## src/rtl/mem_bus_arbiter_pkg.sv

```systemverilog
// Shared types and defaults for the memory bus arbiter.
// Used by mem_bus_arbiter and its round-robin picker.
package mem_bus_arbiter_pkg;

    localparam int unsigned ADDR_W_DEF = 8;
    localparam int unsigned DATA_W_DEF = 8;

    typedef enum logic {
        ST_IDLE = 1'b0,
        ST_OWN  = 1'b1
    } state_e;

    // Index width for a requester vector; never narrower than one bit.
    function automatic int unsigned idx_width(input int unsigned n);
        return (n < 2) ? 1 : $clog2(n);
    endfunction

endpackage

```

## src/rtl/mem_bus_arbiter_rr_pick.sv

```systemverilog
// Combinational round-robin picker: first set request scanning upward from start_i,
// wrapping modulo N_REQ. Returns one-hot, index and any-valid.
module mem_bus_arbiter_rr_pick
    import mem_bus_arbiter_pkg::*;
#(
    parameter int unsigned N_REQ = 2,
    parameter int unsigned IDX_W = idx_width(N_REQ)
) (
    input  logic [N_REQ-1:0] req_i,
    input  logic [IDX_W-1:0] start_i,
    output logic [N_REQ-1:0] onehot_o,
    output logic [IDX_W-1:0] idx_o,
    output logic             any_o
);

    always_comb begin
        int unsigned j;
        onehot_o = '0;
        idx_o    = '0;
        any_o    = 1'b0;
        j        = 0;
        for (int unsigned i = 0; i < N_REQ; i++) begin
            j = (int'(start_i) + i) % N_REQ;
            if (!any_o && req_i[j]) begin
                any_o       = 1'b1;
                onehot_o[j] = 1'b1;
                idx_o       = IDX_W'(j);
            end
        end
    end

endmodule

```

## src/rtl/mem_bus_arbiter.sv

```systemverilog
// Round-robin arbiter sharing one memory port between N_REQ masters, with bounded bursts,
// a registered command stage and registered read return. Define MEM_ARB_LOCK_EN for the lock port.
module mem_bus_arbiter
    import mem_bus_arbiter_pkg::*;
#(
    parameter int unsigned N_REQ    = 2,
    parameter int unsigned ADDR_W   = ADDR_W_DEF,
    parameter int unsigned DATA_W   = DATA_W_DEF,
    parameter int unsigned MAX_HOLD = 4
) (
    input  logic                    clk,
    input  logic                    reset,
    input  logic [N_REQ-1:0]        req,
    input  logic [N_REQ-1:0]        wr,
    input  logic [N_REQ*ADDR_W-1:0] addr,
    input  logic [N_REQ*DATA_W-1:0] wdata,
    output logic [N_REQ-1:0]        gnt,
    output logic [DATA_W-1:0]       rdata,
    output logic [N_REQ-1:0]        rvalid,
    output logic [ADDR_W-1:0]       mem_address,
    output logic [DATA_W-1:0]       mem_data_in,
    output logic                    mem_write,
    input  logic [DATA_W-1:0]       mem_data_out
`ifdef MEM_ARB_LOCK_EN
    ,
    input  logic [N_REQ-1:0]        lock
`endif
);

    localparam int unsigned IDX_W  = idx_width(N_REQ);
    localparam int unsigned HOLD_W = $clog2(MAX_HOLD + 1);

    state_e              state_q, state_d;
    logic [IDX_W-1:0]    owner_q, owner_d;
    logic [IDX_W-1:0]    last_q, last_d;
    logic [HOLD_W-1:0]   hold_q, hold_d;

    logic [ADDR_W-1:0]   mem_addr_q;
    logic [DATA_W-1:0]   mem_wdata_q;
    logic                mem_write_q;
    logic                rd_pend_q;
    logic [IDX_W-1:0]    rd_idx_q;
    logic [DATA_W-1:0]   rdata_q;
    logic [N_REQ-1:0]    rvalid_q;

    logic [N_REQ-1:0]    gnt_c;
    logic [IDX_W-1:0]    gnt_idx_c;
    logic                accept_c;
    logic [IDX_W-1:0]    base_c;
    logic [IDX_W-1:0]    start_c;
    logic [N_REQ-1:0]    owner_mask_c;
    logic                others_c;
    logic                lock_c;
    logic [N_REQ-1:0]    pick_onehot;
    logic [IDX_W-1:0]    pick_idx;
    logic                pick_any;

    logic [ADDR_W-1:0]   addr_a  [N_REQ];
    logic [DATA_W-1:0]   wdata_a [N_REQ];

    for (genvar g = 0; g < N_REQ; g++) begin : g_unpack
        assign addr_a[g]  = addr[g*ADDR_W +: ADDR_W];
        assign wdata_a[g] = wdata[g*DATA_W +: DATA_W];
    end

`ifdef MEM_ARB_LOCK_EN
    assign lock_c = lock[owner_q];
`else
    assign lock_c = 1'b0;
`endif

    // Round-robin scan starts just past the previous owner (or the last owner when idle).
    assign base_c       = (state_q == ST_IDLE) ? last_q : owner_q;
    assign start_c      = (base_c == IDX_W'(N_REQ - 1)) ? '0 : IDX_W'(base_c + 1'b1);
    assign owner_mask_c = N_REQ'(1) << owner_q;
    assign others_c     = |(req & ~owner_mask_c);

    mem_bus_arbiter_rr_pick #(
        .N_REQ (N_REQ),
        .IDX_W (IDX_W)
    ) u_rr_pick (
        .req_i    (req),
        .start_i  (start_c),
        .onehot_o (pick_onehot),
        .idx_o    (pick_idx),
        .any_o    (pick_any)
    );

    always_comb begin
        state_d   = state_q;
        owner_d   = owner_q;
        last_d    = last_q;
        hold_d    = hold_q;
        gnt_c     = '0;
        gnt_idx_c = owner_q;
        unique case (state_q)
            ST_IDLE: begin
                if (pick_any) begin
                    gnt_c     = pick_onehot;
                    gnt_idx_c = pick_idx;
                    owner_d   = pick_idx;
                    hold_d    = HOLD_W'(1);
                    state_d   = ST_OWN;
                end
            end
            ST_OWN: begin
                if (req[owner_q] && ((hold_q < HOLD_W'(MAX_HOLD)) || !others_c || lock_c)) begin
                    gnt_c     = owner_mask_c;
                    gnt_idx_c = owner_q;
                    if (hold_q < HOLD_W'(MAX_HOLD)) begin
                        hold_d = HOLD_W'(hold_q + 1'b1);
                    end
                end else if (pick_any) begin
                    gnt_c     = pick_onehot;
                    gnt_idx_c = pick_idx;
                    owner_d   = pick_idx;
                    hold_d    = HOLD_W'(1);
                end else begin
                    state_d = ST_IDLE;
                    last_d  = owner_q;
                    hold_d  = '0;
                end
            end
            default: state_d = ST_IDLE;
        endcase
    end

    assign accept_c = |gnt_c;

    always_ff @(posedge clk or posedge reset) begin
        if (reset) begin
            state_q <= ST_IDLE;
            owner_q <= '0;
            last_q  <= IDX_W'(N_REQ - 1);
            hold_q  <= '0;
        end else begin
            state_q <= state_d;
            owner_q <= owner_d;
            last_q  <= last_d;
            hold_q  <= hold_d;
        end
    end

    // Command stage toward memory, then read-data return one edge later.
    always_ff @(posedge clk or posedge reset) begin
        if (reset) begin
            mem_addr_q  <= '0;
            mem_wdata_q <= '0;
            mem_write_q <= 1'b0;
            rd_pend_q   <= 1'b0;
            rd_idx_q    <= '0;
            rdata_q     <= '0;
            rvalid_q    <= '0;
        end else begin
            if (accept_c) begin
                mem_addr_q  <= addr_a[gnt_idx_c];
                mem_wdata_q <= wdata_a[gnt_idx_c];
                mem_write_q <= wr[gnt_idx_c];
            end else begin
                mem_write_q <= 1'b0;
            end
            rd_pend_q <= accept_c & ~wr[gnt_idx_c];
            rd_idx_q  <= gnt_idx_c;
            rvalid_q  <= rd_pend_q ? (N_REQ'(1) << rd_idx_q) : '0;
            if (rd_pend_q) begin
                rdata_q <= mem_data_out;
            end
        end
    end

    // Grant is combinational; held off while reset is asserted.
    assign gnt         = reset ? '0 : gnt_c;
    assign rdata       = rdata_q;
    assign rvalid      = rvalid_q;
    assign mem_address = mem_addr_q;
    assign mem_data_in = mem_wdata_q;
    assign mem_write   = mem_write_q;

endmodule

```

## config.mk

```make
export PLATFORM = sky130hd
export DESIGN_NAME = mem_bus_arbiter
export DESIGN_NICKNAME = d
export VERILOG_FILES = /design/src/rtl/mem_bus_arbiter_pkg.sv /design/src/rtl/mem_bus_arbiter_rr_pick.sv /design/src/rtl/mem_bus_arbiter.sv
export SDC_FILE = /design/constraint.sdc
export NUM_CORES = 1
export LEC_CHECK = 0
export ABC_CLOCK_PERIOD_IN_PS = 2300
export CAP_MARGIN = 20
export CORE_MARGIN = 5
export CORE_UTILIZATION = 41
export DETAILED_ROUTE_END_ITERATION = 10
export PLACE_DENSITY = 0.79
export SLEW_MARGIN = 10
export SYNTH_ARGS = -nofsm -noshare
export SYNTH_HDL_FRONTEND = slang
export SYNTH_SLANG_ARGS = --single-unit
```

## constraint.sdc

```tcl
create_clock -name clk -period 2.3 [get_ports clk]
set_input_delay 0.575 -clock clk [delete_from_list [all_inputs] [get_ports clk]]
set_output_delay 0.575 -clock clk [all_outputs]
set_load 0.1 [all_outputs]
```

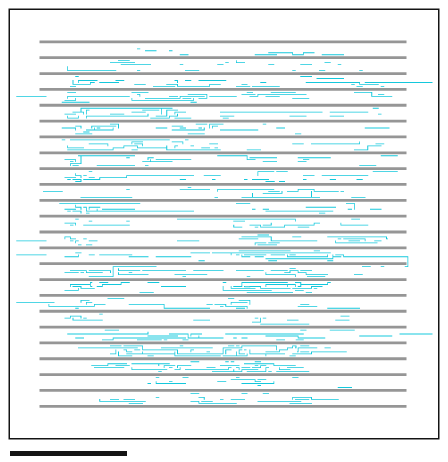
**Above:** run 1 (signal wires on met1).
Scale bar: 20 um. Supply wires on this layer in grey.
- share of all routed wire: 38%
- wire length on this layer: 1,600 um
- nets with wire on the layer: 240
- main direction: horizontal
drt total wl: 4.19 mm
via count: 1,500
met1 usage: 18.7%

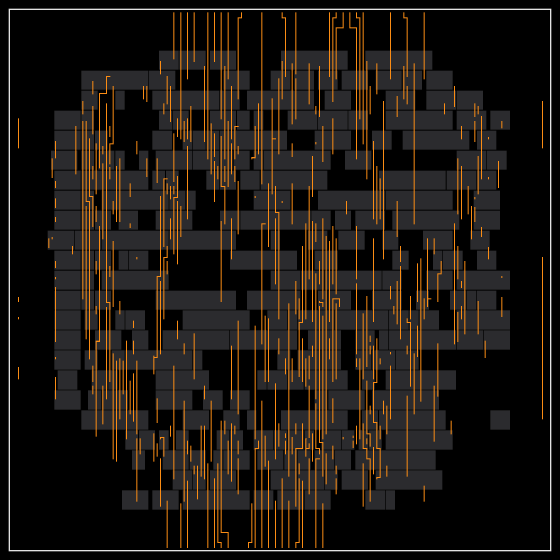
**Above:** run 1 (the metal 2 layer).
- main direction: vertical
- share of all routed wire: 53%
- longest straight run: 27.0 um
- nets with wire on the layer: 243
- wire length on this layer: 2,210 um
M2 GR Usage: 29.0%

==> CHANGELOG.md, run 1 <==
## Implementation

* Status: complete, no violations
* Core Region at 0.00394 mm2
* Largest net degree at the start of global routing at 35
* Layout cells sized above 1 at 30.3%
* Die area at 0.00540 mm2
* Yosys aoi share at 18.6%
* Critical Path Stages at 5
* Cycle use final at 98.3%
* Worst Setup SP: req[0]
* Synth Cell Area at 0.00165 mm2
* RR Endpoint: rd_pend_q
* Final GP Congestion at 0.782
* Worst hold margin at 508 ps
* Reg2reg start: state_q
* Area leader, netlist: dfrtp_1
* Die y size at 73.5 um
* Nets at 287
* Die extent in x at 73.5 um
* Clk slew on worst S/H paths at 70 ps
* Floorplan core density at 41.9%
* Placed cells at 283
* Postcts setup bufs at 0
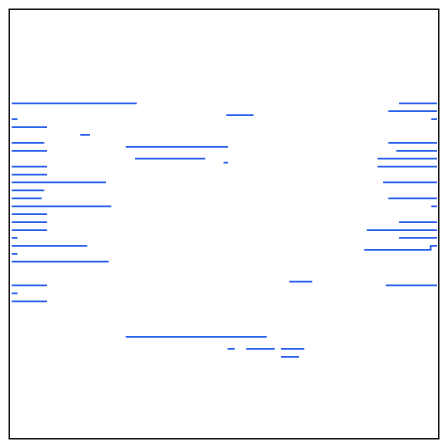
**Above:** run 1 (M3 wires).
- longest straight run: 23.9 um
- wire length on this layer: 340 um
- share of all routed wire: 8.1%
- nets with wire on the layer: 43
- main direction: horizontal
GR Util met3: 6.16%

run 1: stage by stage:
step / TNS (ps) / util [%]
final: 0 / 65.9
after global routing: -33.1 / 65.9
after CTS: 0 / 65.6
after detailed placement: -34.2 / 61.9
after global placement: -14.5 / 61.9
after floorplan: -252 / -
run 1: per-layer routing:
metal	vias to the layer above	share of wire [%]
li1	732	-
met1	709	38
met2	53	53
met3	6	8.1
met4	0	1.1
met5	-	0
run 1: cell type report:
type	count	area, um2	share of cell area, %
clock inverters	2	60.1	2.31
flip-flops and latches	34	853	32.8
clock buffers	6	82.6	3.18
inverters	5	18.8	0.722
multi-input cells	108	714	27.5
repair buffers	86	808	31.1
well taps	50	62.6	2.41
run 1: flip-flops by register name, indices dropped and copies added, names as in the netlist, 2 cells and up:
signal and cells:
hold_q 3, mem_address 8, mem_data_in 8, rdata 8, rvalid 2
run 1: cells in the mapped netlist, drive strengths merged:
cell / count
a21oi: 3
clkinv: 1
clkbuf: 2
nand4b: 1
o21ai: 19
o211ai: 1
a21o: 1
nand3b: 2
and2: 1
nand4: 1
mux2: 10
a31o: 1
buf: 11
a21boi: 2
dfstp: 1
o31ai: 1
nand3: 18
o31a: 1
nand2: 2
xnor2: 1
a31oi: 17
inv: 4
and3: 3
nor2: 19
ha: 1
a2bb2oi: 1
dfrtp: 33
nor2b: 2
==> run 2: changes to the inputs <==
- ABC_CLOCK_PERIOD_IN_PS: 2300 -> 2029
- CORE_ASPECT_RATIO: default -> 2
- CORE_UTILIZATION: 41 -> 37
- PLACE_DENSITY: 0.79 -> 0.76
- SYNTH_HIERARCHICAL: default -> 1
- clock period: 2.3 -> 2.03 ns (I/O delays scaled with it)
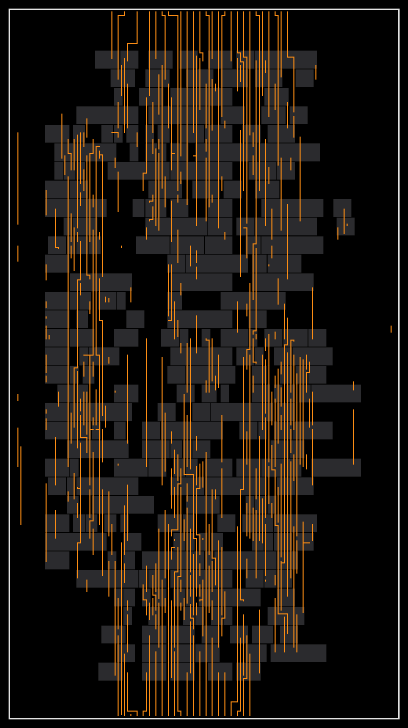
**Above:** run 2 (the metal 2 layer).
- share of all routed wire: 63%
- wire length on this layer: 2,770 um
via count: 1,489
M2 GR Usage: 30.8%
drt total wl: 4.43 mm

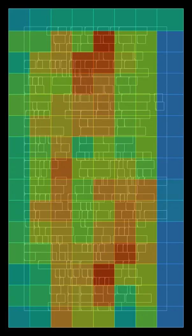
**Above:** run 2 (routing congestion map).
WL/cell: 14.4 um
Finished Core Util: 60.1%
GR Util met3: 3.99%
met1 usage: 14.4%

==> run 2 against run 1 <==
Core utilization is 5.8 points lower; worst hold slack better by 3.5 ps; critical path depth stayed put; synthesized cell count is 0.63% higher; highest routed layer unchanged; sequential share of layout area is 0.21 points higher; non-clock buffer count is 8 higher; the run now ends with setup timing left; die size is 9.5% higher; via count is 0.73% lower; flip-flop count stayed put.
==> CHANGELOG.md, run 2 <==
## Implementation

* Status: finished with violations
* Failing checks: setup timing
* Register share of the cell area at 33.0% (+0.21 points)
* Layout cells sized above 1 at 29.1% (-1.2 points)
* #MultiIn Comb at 114 (+5.6%)
* Post-synth top cells: a21oi_1 (35), dfrtp_1 (33), nand2_1 (21)
* Core Region at 0.00430 mm2 (+9.0%)
* Register area at 853 um2 (unchanged)
* Asr flop ratio synth at 100% (unchanged)
* Clock-cell share of area at 3.20% (-2.3 points)
* Post-synth EDFFs at 0 (unchanged)
* Met2 wire length at 2.77 mm (+25%)
* Comb. cell area at 704 um2 (-1.4%)
* Cycle use final at 115%
* Met3 wire length at 209 um (-38%)
* Largest net degree at the start of global routing at 18 (-49%)
* RR Endpoint: mem_data_in[5]
* Die extent in x at 56.9 um (-23%)
* Post-route met1 wirelength at 1.36 mm (-15%)
* Area leader, netlist: dfrtp_1
* Die area at 0.00591 mm2 (+9.5%)
* Count leader, synth: a21oi_1
* Post-route setup slack at -311 ps
* Endpoints failing setup at 2
* Largest class: registers
* Floorplan core density at 37.9% (-4.0 points)
* Clk slew on worst S/H paths at 60 ps (about the same)
* Setup_tns at -612 ps (-612 ps)
* Top sig layer: met4
* Die y size at 104 um (+41%)
* Non-CTS inverters at 4 (-1)
* Tap Count at 54 (+8.0%)
run 2: cell count changes in the layout (fill, tap and decap cells not counted), moves of 3 or more:
cell,previous run,this run
a21oi_1,1,33
nand2_1,2,21
a31oi_1,17,0
nand3_1,17,2
o21ai_0,16,3
buf_4,37,46
o21ai_1,3,0
run 2: kinds of logic after synthesis:
family | synth area share, %
adders and majority gates | 0.768
AOI/OAI and AO/OA | 17.3
buffers and inverters | 6.37
DFF | 52.3
and+or+nand+nor | 13.4
muxes | 9.91
run 2: worst max-delay path, stage by stage, from the launching register on:
cell and delay [ps]:
dfrtp_2 480, mux2i_4 230, o211ai_1 290, nand3_1 180
a21oi_4 200, buf_12 190
run 2: per-stage QoR:
step	hold slack, ps	cells	setup WS [ps]	util, %
after CTS	515	307	-335	60.0
after global placement	491	299	-504	58.1
after global routing	522	308	-383	60.1
after detailed placement	497	299	-506	58.1
after floorplan	484	161	-199	-
final	512	308	-311	60.1
run 2: timing repair:
item,CTS,global route
setup endpoints to repair,20,16
cloned,0,0
hold buffers,0,0
buffers inserted,0,1
pin swaps,1,0
gates resized,3,1
run 2: worst max-delay path by stage:
| stage | startpoint | to | slack [ps] | cells after the start |
|---|---|---|---|---|
| floorplan | rd_idx_q | gnt[0] | -200 | 5 |
| global placement | req[0] | gnt[0] | -500 | 6 |
| detailed placement | req[1] | gnt[0] | -510 | 6 |
| CTS | rd_idx_q | gnt[0] | -330 | 5 |
| global route | rd_idx_q | gnt[0] | -380 | 5 |
| finish | rd_idx_q | gnt[0] | -310 | 5 |
==> run 3: changes to the inputs <==
- CORE_ASPECT_RATIO: 2 -> 0.6
- CORE_UTILIZATION: 37 -> 25
- PLACE_DENSITY: 0.76 -> default
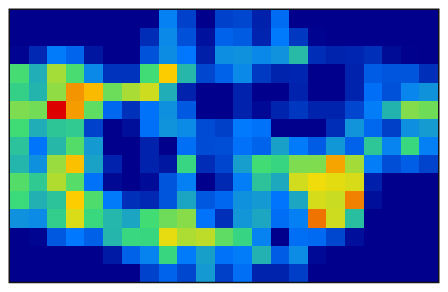
**Above:** run 3 (signal metal coverage by tile).
The die is cut into 23 by 15 equal tiles; dark blue is low, red is high, scaled to the fullest tile. Values are wire area over tile area, all layers added.
- fullest tile: 0.40
- nearly empty tiles: 29%
- tiles over half the peak: 14%

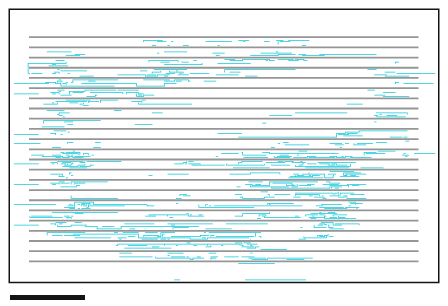
**Above:** run 3 (signal wires on met1).
Scale bar: 20 um. Supply wires on this layer in grey.
- nets with wire on the layer: 254
- longest straight run: 32.7 um
met1 usage: 14.9%
via count: 1,476
drt total wl: 4.45 mm

==> run 3 against run 2 <==
The flow still finishes with violations (setup timing); global-route usage decreased by 3.9 points; core utilization decreased by 17 points; maximum frequency decreased by 0.73%; area after synthesis unchanged; clock skew decreased by 3.5 ps; register-to-register slack improved by 50 ps; non-clock buffer count decreased by 4; routed wire length increased by 0.63%; worst hold slack got worse by 5.0 ps; critical endpoint unchanged.
==> CHANGELOG.md, run 3 <==
## Implementation

* Post-route setup slack at -328 ps (-17.2 ps)
* Endpoints failing setup at 2 (unchanged)
* Count leader, synth: a21oi_1
* Die area at 0.00828 mm2 (+40%)
* Failing checks: setup timing
* GR Util met3 at 6.50% (+2.5 points)
* Layout cells sized above 1 at 30.8% (+1.7 points)
* Met3 wire length at 513 um (+150%)
* CP top delay family: AND-OR/OR-AND gates
* Clk slew on worst S/H paths at 70 ps (about the same)
* Status: finished with violations
* Post-route met1 wirelength at 2.07 mm (+52%)
* Largest net degree at the start of global routing at 35 (+17)
* Core Region at 0.00622 mm2 (+45%)
* Die y size at 72.5 um (-30%)
* Pre-CTS setup slack at -533 ps (-27.3 ps)
* Yosys aoi share at 17.3% (unchanged)
* Simple Share, Synth at 13.4% (unchanged)
* Slowest stage delay, CP at 480 ps (about the same)
* Top sig layer: met4
* Mux cell area share at 9.91% (unchanged)
* Met2 wire length at 1.83 mm (-34%)
run 3: metrics by stage:
| stage | utilization, % | std cells | hold slack, ps | TNS (ps) |
|---|---|---|---|---|
| floorplan | - | 161 | 484 | -392 |
| global placement | 40.6 | 323 | 491 | -9290 |
| detailed placement | 40.6 | 323 | 498 | -9710 |
| CTS | 42.8 | 333 | 515 | -575 |
| global route | 43.2 | 334 | 533 | -935 |
| finish | 43.2 | 334 | 507 | -655 |
run 3: kinds of logic (layout without fill, tap and decap cells):
family                   count (synthesis)  after routing
AND/OR/NAND/NOR                         51             51
AND-OR/OR-AND                           48             48
flip-flops                              34             34
multiplexers                            14             14
buffers and inverters                   13            102
adder cells (fa/ha/maj)                  1              1
run 3: worst paths after layout:
kind	slack [ps]	end
max in group asynchronous	1030	last_q
worst min-delay path	510	rdata[6]
min in group asynchronous	760	rdata[5]
worst max register to register	60	mem_address[5]
worst min register to register	510	rdata[6]
worst max-delay path	-330	gnt[0]
run 3: repair_timing:
action,4_1_cts,5_1_grt
resized,8,5
pin swaps,3,4
buffers inserted,2,1
endpoints found under the setup margin,20,2
run 3: worst register-to-register path, cell delays in order, from the launching register on:
cell and delay (ps):
dfrtp_2 460, mux2i_4 300, o211ai_1 180, buf_4 170, buf_4 120, buf_4 130
and2_4 140, buf_12 140, a21oi_1 140, a21oi_1 80
run 3: layout make-up:
type	count	area (um2)
inverter	4	22.5
fill	601	3530
sequential	34	853
clock buffer	7	76.3
tap	84	105
multi-input combinational	114	739
clock inverter	1	30.0
timing repair buffer	90	861
